## config.mk

```make
export PLATFORM = sky130hd
export DESIGN_NAME = sd_track_scheduler_flat
export DESIGN_NICKNAME = d
export VERILOG_FILES = /design/src/rtl/sd_track_sched_if.sv /design/src/rtl/sd_track_scheduler.sv /design/src/flat_wrapper.sv
export SDC_FILE = /design/constraint.sdc
export NUM_CORES = 1
export LEC_CHECK = 0
export CAP_MARGIN = 20
export CORE_MARGIN = 1.5
export CORE_UTILIZATION = 58
export CTS_CLUSTER_DIAMETER = 30
export DETAILED_ROUTE_END_ITERATION = 8
export DONT_BUFFER_PORTS = 1
export PLACE_DENSITY_LB_ADDON = 0.3
export SYNTH_ARGS = -nofsm -noshare
export SYNTH_HDL_FRONTEND = slang
export SYNTH_SLANG_ARGS = --single-unit
```

## constraint.sdc

```tcl
create_clock -name clk_i -period 6.93 [get_ports clk_i]
set_input_delay 1.7325 -clock clk_i [delete_from_list [all_inputs] [get_ports clk_i]]
set_output_delay 1.7325 -clock clk_i [all_outputs]
set_load 0.005 [all_outputs]
```

## src/rtl/sd_track_sched_if.sv

```systemverilog
// Requester, command and completion signals between the track scheduler,
// the playback/record FIFOs and the SD block engine.
interface sd_track_sched_if #(
    parameter int CHANNELS   = 8,
    parameter int ADDR_WIDTH = 32
);
    localparam int CW = $clog2(CHANNELS);

    logic                  enable;
    logic                  rewind;
    logic [ADDR_WIDTH-1:0] base_addr;
    logic [CHANNELS-1:0]   rd_req;
    logic                  wr_req;
    logic [CW-1:0]         wr_ch;
    logic                  cmd_valid;
    logic                  cmd_ready;
    logic                  cmd_write;
    logic [ADDR_WIDTH-1:0] cmd_addr;
    logic [CW-1:0]         cmd_ch;
    logic                  cmd_done;
    logic [CHANNELS-1:0]   grant_done;
    logic                  wr_done;
    logic                  busy;

    // master: the scheduler, which issues block commands
    modport master (
        input  enable, rewind, base_addr, rd_req, wr_req, wr_ch, cmd_ready, cmd_done,
        output cmd_valid, cmd_write, cmd_addr, cmd_ch, grant_done, wr_done, busy
    );

    modport slave (
        output enable, rewind, base_addr, rd_req, wr_req, wr_ch, cmd_ready, cmd_done,
        input  cmd_valid, cmd_write, cmd_addr, cmd_ch, grant_done, wr_done, busy
    );
endinterface

```

## src/rtl/sd_track_scheduler.sv

```systemverilog
// Shares one SD block engine between per-track read FIFOs and the record FIFO;
// one command in flight, per-track block position counters build the card address.
module sd_track_scheduler #(
    parameter int CHANNELS    = 8,
    parameter int ADDR_WIDTH  = 32,
    parameter int TRACK_SHIFT = 25,
    parameter int BLOCK_SHIFT = 9
) (
    input  logic                clk_i,
    input  logic                rst_i,
    sd_track_sched_if.master    bus
);
    localparam int CW = $clog2(CHANNELS);
    localparam int PW = TRACK_SHIFT - BLOCK_SHIFT;

    typedef enum logic [1:0] {S_IDLE, S_ISSUE, S_WAIT} state_e;

    state_e                       state_q, state_d;
    logic [CHANNELS-1:0][PW-1:0]  pos_q, pos_d;
    logic [CW-1:0]                rr_ptr_q, rr_ptr_d;
    logic [CW-1:0]                cmd_ch_q, cmd_ch_d;
    logic                         cmd_write_q, cmd_write_d;
    logic [ADDR_WIDTH-1:0]        cmd_addr_q, cmd_addr_d;
    logic                         cmd_valid_q, cmd_valid_d;
    logic [CHANNELS-1:0]          grant_done_q, grant_done_d;
    logic                         wr_done_q, wr_done_d;
    logic                         busy_q, busy_d;

    logic                         rd_hit;
    logic [CW-1:0]                rd_sel;
    logic [2*CHANNELS-1:0]        req_rot;
    logic [CW:0]                  rd_sum;

    // Rotate the request vector so bit 0 is rr_ptr; the first set bit wins.
    always_comb begin
        rd_hit  = 1'b0;
        rd_sel  = '0;
        rd_sum  = '0;
        req_rot = {bus.rd_req, bus.rd_req} >> rr_ptr_q;
        for (int k = 0; k < CHANNELS; k++) begin
            if (!rd_hit && req_rot[k]) begin
                rd_hit = 1'b1;
                rd_sum = {1'b0, rr_ptr_q} + (CW+1)'(k);
                rd_sel = (rd_sum >= (CW+1)'(CHANNELS)) ? CW'(rd_sum - (CW+1)'(CHANNELS))
                                                       : CW'(rd_sum);
            end
        end
    end

    always_comb begin
        state_d      = state_q;
        pos_d        = pos_q;
        rr_ptr_d     = rr_ptr_q;
        cmd_ch_d     = cmd_ch_q;
        cmd_write_d  = cmd_write_q;
        cmd_addr_d   = cmd_addr_q;
        grant_done_d = '0;
        wr_done_d    = 1'b0;
        case (state_q)
            S_IDLE: begin
                if (bus.enable && (bus.wr_req || rd_hit)) begin
                    cmd_write_d = bus.wr_req;
                    cmd_ch_d    = bus.wr_req ? bus.wr_ch : rd_sel;
                    cmd_addr_d  = bus.base_addr
                                + (ADDR_WIDTH'(cmd_ch_d) << TRACK_SHIFT)
                                + (ADDR_WIDTH'(pos_q[cmd_ch_d]) << BLOCK_SHIFT);
                    state_d     = S_ISSUE;
                end
            end
            S_ISSUE: begin
                if (bus.cmd_ready) state_d = S_WAIT;
            end
            S_WAIT: begin
                if (bus.cmd_done) begin
                    pos_d[cmd_ch_q] = pos_q[cmd_ch_q] + 1'b1;
                    if (cmd_write_q) begin
                        wr_done_d = 1'b1;
                    end else begin
                        grant_done_d[cmd_ch_q] = 1'b1;
                        rr_ptr_d = (cmd_ch_q == CW'(CHANNELS-1)) ? '0 : cmd_ch_q + 1'b1;
                    end
                    state_d = S_IDLE;
                end
            end
            default: state_d = S_IDLE;
        endcase
        // Rewind wins over a same-cycle completion increment.
        if (bus.rewind) pos_d = '0;
        cmd_valid_d = (state_d == S_ISSUE);
        busy_d      = (state_d != S_IDLE);
    end

    always_ff @(posedge clk_i) begin
        if (rst_i) begin
            state_q      <= S_IDLE;
            pos_q        <= '0;
            rr_ptr_q     <= '0;
            cmd_ch_q     <= '0;
            cmd_write_q  <= 1'b0;
            cmd_addr_q   <= '0;
            cmd_valid_q  <= 1'b0;
            grant_done_q <= '0;
            wr_done_q    <= 1'b0;
            busy_q       <= 1'b0;
        end else begin
            state_q      <= state_d;
            pos_q        <= pos_d;
            rr_ptr_q     <= rr_ptr_d;
            cmd_ch_q     <= cmd_ch_d;
            cmd_write_q  <= cmd_write_d;
            cmd_addr_q   <= cmd_addr_d;
            cmd_valid_q  <= cmd_valid_d;
            grant_done_q <= grant_done_d;
            wr_done_q    <= wr_done_d;
            busy_q       <= busy_d;
        end
    end

    assign bus.cmd_valid  = cmd_valid_q;
    assign bus.cmd_write  = cmd_write_q;
    assign bus.cmd_addr   = cmd_addr_q;
    assign bus.cmd_ch     = cmd_ch_q;
    assign bus.grant_done = grant_done_q;
    assign bus.wr_done    = wr_done_q;
    assign bus.busy       = busy_q;
endmodule

```

## src/flat_wrapper.sv

```systemverilog
// flat-port wrapper written by rule: the top's interface ports become plain ports
module sd_track_scheduler_flat 
#(
    parameter int CHANNELS    = 8,
    parameter int ADDR_WIDTH  = 32,
    parameter int TRACK_SHIFT = 25,
    parameter int BLOCK_SHIFT = 9
)
  (clk_i, rst_i, bus_enable, bus_rewind, bus_base_addr, bus_rd_req, bus_wr_req, bus_wr_ch, bus_cmd_ready, bus_cmd_done, bus_cmd_valid, bus_cmd_write, bus_cmd_addr, bus_cmd_ch, bus_grant_done, bus_wr_done, bus_busy);
  sd_track_sched_if #(.CHANNELS(CHANNELS), .ADDR_WIDTH(ADDR_WIDTH)) bus_i ();
  input  logic clk_i;
  input  logic rst_i;
  input wire logic [$bits(bus_i.enable)-1:0] bus_enable;
  input wire logic [$bits(bus_i.rewind)-1:0] bus_rewind;
  input wire logic [$bits(bus_i.base_addr)-1:0] bus_base_addr;
  input wire logic [$bits(bus_i.rd_req)-1:0] bus_rd_req;
  input wire logic [$bits(bus_i.wr_req)-1:0] bus_wr_req;
  input wire logic [$bits(bus_i.wr_ch)-1:0] bus_wr_ch;
  input wire logic [$bits(bus_i.cmd_ready)-1:0] bus_cmd_ready;
  input wire logic [$bits(bus_i.cmd_done)-1:0] bus_cmd_done;
  output wire logic [$bits(bus_i.cmd_valid)-1:0] bus_cmd_valid;
  output wire logic [$bits(bus_i.cmd_write)-1:0] bus_cmd_write;
  output wire logic [$bits(bus_i.cmd_addr)-1:0] bus_cmd_addr;
  output wire logic [$bits(bus_i.cmd_ch)-1:0] bus_cmd_ch;
  output wire logic [$bits(bus_i.grant_done)-1:0] bus_grant_done;
  output wire logic [$bits(bus_i.wr_done)-1:0] bus_wr_done;
  output wire logic [$bits(bus_i.busy)-1:0] bus_busy;
  assign bus_i.enable = bus_enable;
  assign bus_i.rewind = bus_rewind;
  assign bus_i.base_addr = bus_base_addr;
  assign bus_i.rd_req = bus_rd_req;
  assign bus_i.wr_req = bus_wr_req;
  assign bus_i.wr_ch = bus_wr_ch;
  assign bus_i.cmd_ready = bus_cmd_ready;
  assign bus_i.cmd_done = bus_cmd_done;
  assign bus_cmd_valid = bus_i.cmd_valid;
  assign bus_cmd_write = bus_i.cmd_write;
  assign bus_cmd_addr = bus_i.cmd_addr;
  assign bus_cmd_ch = bus_i.cmd_ch;
  assign bus_grant_done = bus_i.grant_done;
  assign bus_wr_done = bus_i.wr_done;
  assign bus_busy = bus_i.busy;
  sd_track_scheduler #(.CHANNELS(CHANNELS), .ADDR_WIDTH(ADDR_WIDTH), .TRACK_SHIFT(TRACK_SHIFT), .BLOCK_SHIFT(BLOCK_SHIFT)) u_core (.clk_i(clk_i), .rst_i(rst_i), .bus(bus_i));
endmodule
```

==> results_dict.tcl <==
# yosys + openroad results
set metrics [dict create \
    edf_count 0 \
    slew_headroom_pct 24.1 \
    start_kind "primary input" \
    ys_chip_area_um2 10500 \
    synth.distinct_cells 70 \
    fin_skew_ns 0.0154 \
    ys_warn_count 0 \
    r2r_setup_slack_ns 0.73 \
    r2r-end "u_core.bus.cmd_addr[29]" \
    antenna_found_initial 0 \
    largest_reg_flops 128 \
    total_power_w 0.00234 \
    fp_util_pct 59.9 \
    critPathRequiredTime_ns 7.29 \
    met3_usage_pct 7.80 \
    ios 97 \
    ctsHoldBuffers 0 \
    cts_buffers 17 \
    syn-cell-area_um2 10500 \
    worst_slack_ns 0.375 \
    dr_wl_met3_um 3020 \
    clk_pin_slew_ns 0.06 \
    h-tree-depth 4 \
    hold-worst-slack_ns 0.462 \
    power_leader "sequential cells" \
    hpwl_um 20100 \
    comb_power_w 0.000265 \
    rr_worst_depth 21 \
    logic_area_um2 6390 \
    cts_root_buf "clkbuf_16" \
    grtUsageMet1_pct 40.6 \
    status "completed" \
    crit_arrival_ns 6.91 \
    drt-initial-drc-count 926 \
    final_layout_top_logic_cell "nand2_1" \
    synth_area_leader_cell "dfxtp_1" \
    syn2layout_area_growth_pct 7.68 \
]
worst max path at each step:
stage | start | endpoint | slack [ns] | cells after the start
final | bus_rd_req[1] | u_core.bus.cmd_addr[31] | 0.37 | 19
after global routing | bus_rd_req[1] | u_core.bus.cmd_addr[24] | 0.04 | 20
after CTS | bus_rd_req[1] | u_core.bus.cmd_addr[24] | 0.25 | 19
after detailed placement | bus_rd_req[1] | u_core.bus.cmd_addr[24] | -0.20 | 19
after global placement | bus_rd_req[1] | u_core.bus.cmd_addr[24] | -0.11 | 19
after floorplan | bus_rd_req[1] | u_core.bus.cmd_addr[31] | 0.24 | 22
cell type report:
class / instances / share of cell area [%]
repair buffers: 37 / 2.84
clock buffers: 23 / 4.15
clock inverters: 8 / 1.12
well taps: 225 / 2.50
multi-input cells: 971 / 56.7
flip-flops and latches: 180 / 32.0
inverters: 22 / 0.732
logic make-up (layout without fill, tap and decap cells):
| group | Yosys count | in the layout | synth area share [%] |
|---|---|---|---|
| compound gates | 260 | 260 | 15.1 |
| xor+xnor | 37 | 37 | 3.09 |
| fa+ha+maj | 25 | 25 | 3.06 |
| buf+inv | 105 | 90 | 4.89 |
| flops | 180 | 180 | 34.4 |
| mux | 179 | 179 | 20.5 |
| simple gates | 470 | 470 | 18.9 |
worst max-delay path, stage by stage:
cell and delay, ns:
mux4_2 0.49, mux2_2 0.32, or4_1 0.62, nor2_1 0.15, o41a_2 0.23, buf_12 0.24, mux2i_1 0.27, mux2i_1 0.11
mux2_2 0.30, ha_1 0.31, o21ai_0 0.13, a21boi_0 0.32, nor2_1 0.11, o311ai_0 0.49, a21oi_1 0.19, nor4b_2 0.33
o2111ai_1 0.16, xor2_1 0.16, a211oi_1 0.22
repair_timing:
action	CTS	global route
buffers inserted	0	0
endpoints found under the setup margin	0	2
gates resized	0	3
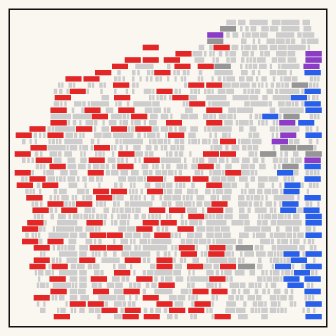
Figure 1: sequential cells grouped by signal name.
Other sequential cells in the stronger grey, the rest of the logic in the fainter grey.
| name in the netlist | colour | flops |
|---|---|---|
| `u_core.bus.grant_done` | purple | 8 |
| `u_core.bus.cmd_addr` | blue | 32 |
| `u_core.pos_q` | red | 128 |
sequential power: 0.00108 W
Seq area share: 32.0%
FF/Latch Area: 3610 um^2
Util after Layout: 64.5%

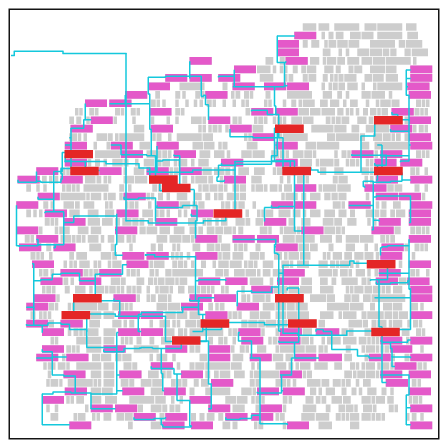
Figure 2: routed clock nets over the placement.
[flip-flops] magenta | count: 180
[clock drivers] red | count: 17
[clock wires] cyan | length: 2200 um
flops lie: spread over the die
routed clock nets: 18
Clock power frac: 42.7%
Clk. pwr: 0.000997 W

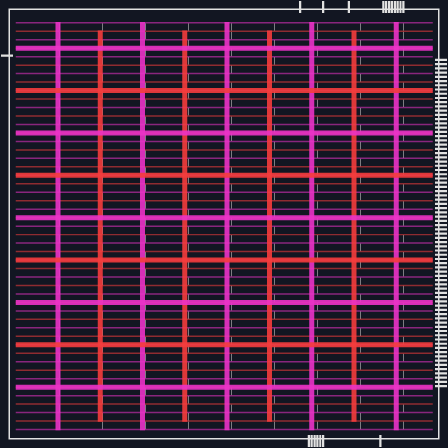
Figure 3: power grid.
Pins as bars on the die edge. Tap cells in grey.
| net | colour |
|---|---|
| VDD | red |
| VSS | magenta |
met1 rails: 49
rows: 48
met5 straps: 9
met4 straps: 9
signal pins: 97
Die Width: 137 um
Peak VDD IR: 0.199 mV
CORE AREA: 17500 um^2

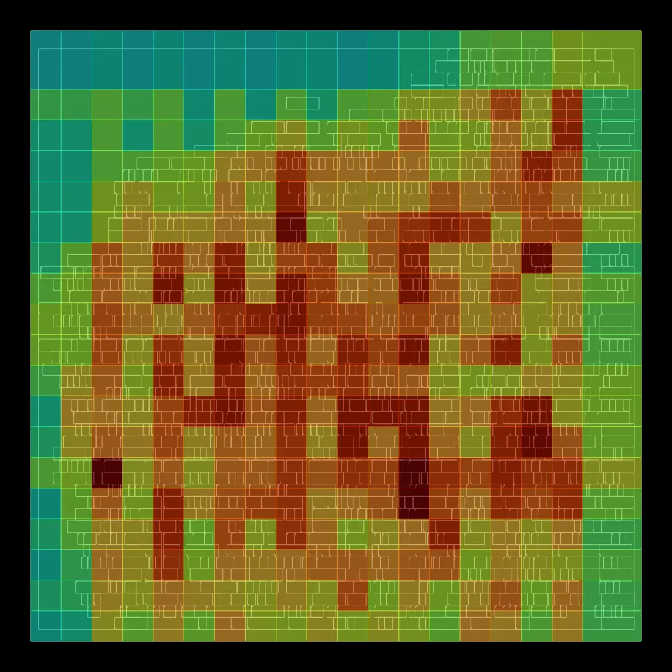
Figure 4: routing congestion.
routed len/inst: 20.4 um
M2 GR Usage: 52.8%

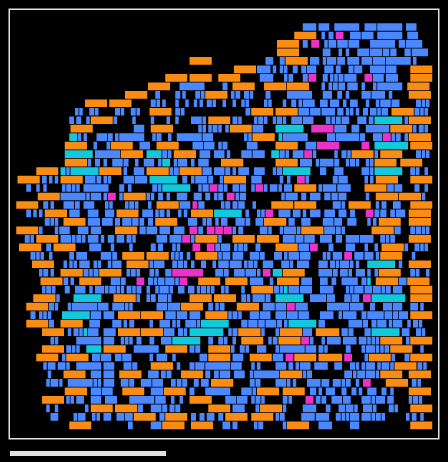
Figure 5: cell classes on the final placement.
Scale bar: 50 um.
| class | colour | cells | share of their area |
|---|---|---|---|
| remaining buffers and delay cells | magenta | 37 | 2.9% |
| combinational and other logic | blue | 993 | 59% |
| clock drivers and dummy loads | cyan | 31 | 5.4% |
| sequential cells | orange | 180 | 33% |
design area: 11300 um^2
row count: 48

Power figures rest on the tool's default switching activity, not on a simulated workload.
